Fig. 1: power grid
Scale bar: 20 um. Pins as bars on the die edge. Tap cells in grey.
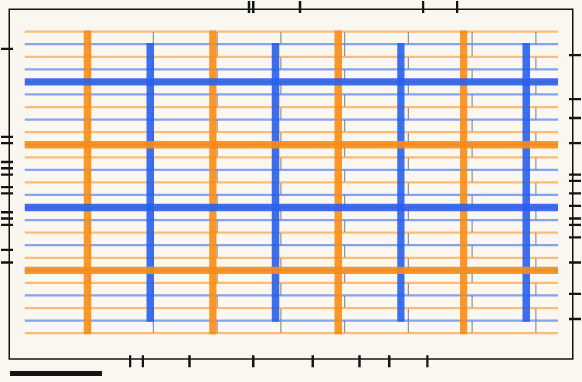
Fig. 2: close-up of the layout
Window x 79 to 104, y 6 to 31 um. Cells in grey, sequential cells in the stronger grey; small squares are vias.
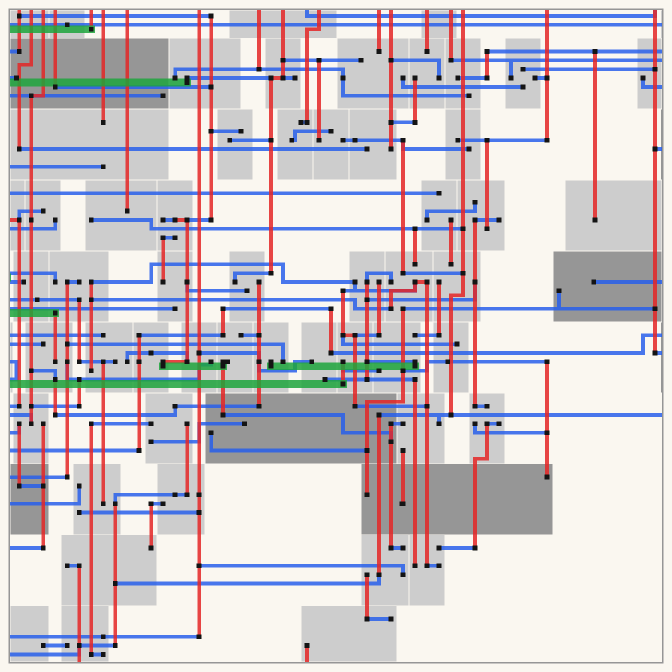
Fig. 3: routing congestion
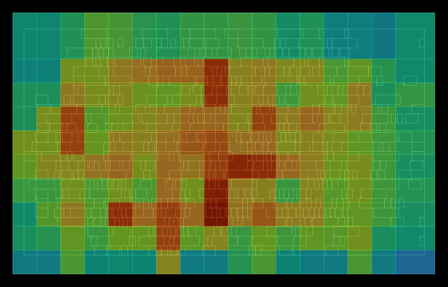
==> config.mk <==
export PLATFORM = sky130hd
export DESIGN_NAME = sample_writer
export DESIGN_NICKNAME = d
export VERILOG_FILES = /design/src/rtl/sample_writer.sv
export SDC_FILE = /design/constraint.sdc
export NUM_CORES = 1
export LEC_CHECK = 0
export ABC_AREA = 1
export CAP_MARGIN = 20
export CORE_ASPECT_RATIO = 0.6
export CORE_MARGIN = 3
export CORE_UTILIZATION = 40
export DETAILED_ROUTE_END_ITERATION = 10
export SYNTH_ARGS = -nofsm -noshare
export SYNTH_HDL_FRONTEND = slang
export SYNTH_SLANG_ARGS = --single-unit
==> constraint.sdc <==
create_clock -name clk -period 1.94 [get_ports clk]
set_clock_uncertainty 0.1 [all_clocks]
set_input_delay 0.291 -clock clk [delete_from_list [all_inputs] [get_ports clk]]
set_output_delay 0.291 -clock clk [all_outputs]
set_load 0.01 [all_outputs]
==> metrics.csv <==
stage,metric,value,unit
cells_and_area,syn_to_final_growth,33.00,%
floorplan,initial_core_util,42.61,%
setup_path,crit_required,2.11,ns
setup_path,r2r_cells,11,
route,drt_iter0_drc,181,
route,vias_per_cell,5.006,
global_route,antenna_found_initial,0,
power,p_sw,0.001211,W
logic_synthesis,topCellsByArea,"dfxtp_1 39%, nand2_1 11%, inv_1 5.7%",
cells_and_area,regArea,0.001269,mm2
cells_and_area,largest_reg_flops,16,
final_timing,min_period_over_period,96.31,%
power,clkPwrFrac,36.9,%
cells_and_area,fillCellCount,742,
worst_hold_path,min_path_cells,2,
clock_network,cts_buffer_depth,2,
setup_path,arrival,2.03,ns
logic_synthesis,yosysTopAreaCell,dfxtp_1,
run,warning_count,27,
global_route,gr-total-overflow,0,
cells_and_area,diodes,0,
setup_path,r2r_setup_slack,0.07,ns
route,vias,3099,
setup_path,path_delay_family,simple AND/OR/NAND/NOR gates,
logic_synthesis,ys_types,43,
cells_and_area,final_cell_mix,"90 x nand2_1, 57 x dfxtp_1, 46 x inv_1",
power,p_comb,0.00100,W
cells_and_area,largest_class,logic gates,
floorplan,ios,40,
final_timing,rsz0062_at_grt,yes,
logic_synthesis,compound_area_share,17.02,%
cells_and_area,comb.multi_input.count,310,
logic_synthesis,ys.flop_type,dfxtp_1,
power,powerSeq,0.00145,W
cells_and_area,num-nonclk-buffers,70,
logic_synthesis,synth_area,0.003212,mm2
logic_synthesis,top_cell,nand2_1,
clock_network,numCtsBuffers,9,
setup_path,start_kind,flop,
cells_and_area,final_layout_top_logic_cell,nand2_1,
final_timing,max_freq,535.2,MHz
logic_synthesis,async_flop_share,0,%
setup_path,critical_path_depth,11,
cells_and_area,comb_share,40.63,%
logic_synthesis,synthSimpleGateAreaFrac,29.33,%
cells_and_area,comb_area,0.001735,mm2
power,top_power_group,sequential cells,
logic_synthesis,edf_count,0,
final_timing,finalMaxSlewViolations,0,
logic_synthesis,top_cells_by_count,"91 x nand2_1, 63 x dfxtp_1, 49 x inv_1",
logic_synthesis,yosysTopAreaCellShare,39.27,%
logic_synthesis,synth_stat.cells,445,
logic_synthesis,synth_warnings,0,
cells_and_area,finish.net_count,529,
route,first_pass_iters,7,
logic_synthesis,logic_family,simple AND/OR/NAND/NOR gates,
final_timing,fin_tns_setup,0,ns
clock_network,cts.sinks,63,
power,power_frac_seq,37.3,%
clock_network,cts_tree,built,
logic_synthesis,syn_inst,445,
clock_network,hold_buffers,0,
setup_path,crit_fanout,4,
power,p_int,0.002672,W
power,p_clk,0.00143,W
power,cellLeakagePower,1.821,nW
final_timing,hold_slack,0.3622,ns
setup_path,path_buffers,2,
logic_synthesis,synth_area_per_cell,7.218,um2
clock_network,h-tree-depth,3,
route,ant_nets,0,
route,drc,0,
global_route,grt_pass1_wl,14310,um
floorplan,fp-row-count,24,
cells_and_area,clockNetworkAreaShare,6.063,%
power,combPwrFrac,25.8,%
final_timing,setup_violations,0,
clock_network,root_buffer,clkbuf_16,
run,drv_cap,0,
placement,dp_hpwl,6823,um
global_route,grt_pass1_vias,2667,
setup_path,path_cells,buf_4 > nor2_1 > nand3_2 > nor2_1 > xor2_1 > inv_1 > nor2_1 > nand3_1 > nand2_2 > nand3_2 > a21oi_2,
cells_and_area,drive_above_1_share,20.19,%
placement,port_buffers,34,
floorplan,dieArea,0.009176,mm2
cells_and_area,clock_buffers,14,
floorplan,num_tap_cells,104,
run_status,status,finished clean,
Back to the opening pictures, Fig. 1:
legend:
  orange:
    net: VSS
  blue:
    net: VDD
met5 straps: 4
signal pins: 40
met4 straps: 8
VDD IR max: 466.5 uV
width of the chip: 121.7 um
Core Footprint: 0.007537 mm2
Die Height: 75.41 um

Back to the opening pictures, Fig. 2:
legend:
  red:
    layer: M2
  blue:
    layer: M1
  green:
    layer: M3
cells with their middle in the window: 51
most frequent: nand2_1 (13), inv_1 (8), nand3_1 (6)
sequential cells in the window: 4

Back to the opening pictures, Fig. 3:
GR Util All Layers: 20.75%
most used routing layer: met1
Routed WL per cell: 14.91 um

## through the flow
stage,worst slack (ns),power (W),utilization [%],instance area (um2),std cells
after global placement,-0.01807,0.002381,51.44,3877,601
after floorplan,0.1368,0.002066,-,3227,449
after CTS,0.009746,0.003831,54.88,4136,616
after global routing,-0.08039,0.004094,56.67,4272,619
final,0.07168,0.003883,56.67,4272,619
after detailed placement,-0.04151,0.002385,51.44,3877,601
## layer usage
metal	vias up	GRT usage (%)	wire, um	part of all wire [%]
met3	13	7.122	763	8.3
met5	-	0	0	0
li1	1586	-	-	-
met4	0	6.211	104	1.1
met1	1377	33.85	5033	55
met2	123	23.98	3330	36
## timing repair
action                                 in CTS  in global routing
endpoints found under the hold margin       0                  0
setup endpoints to repair                   4                 23
buffers inserted                            0                  3
pin swaps                                   0                 11
gates resized                               1                 33
Power is estimated from default activity; no workload was simulated.
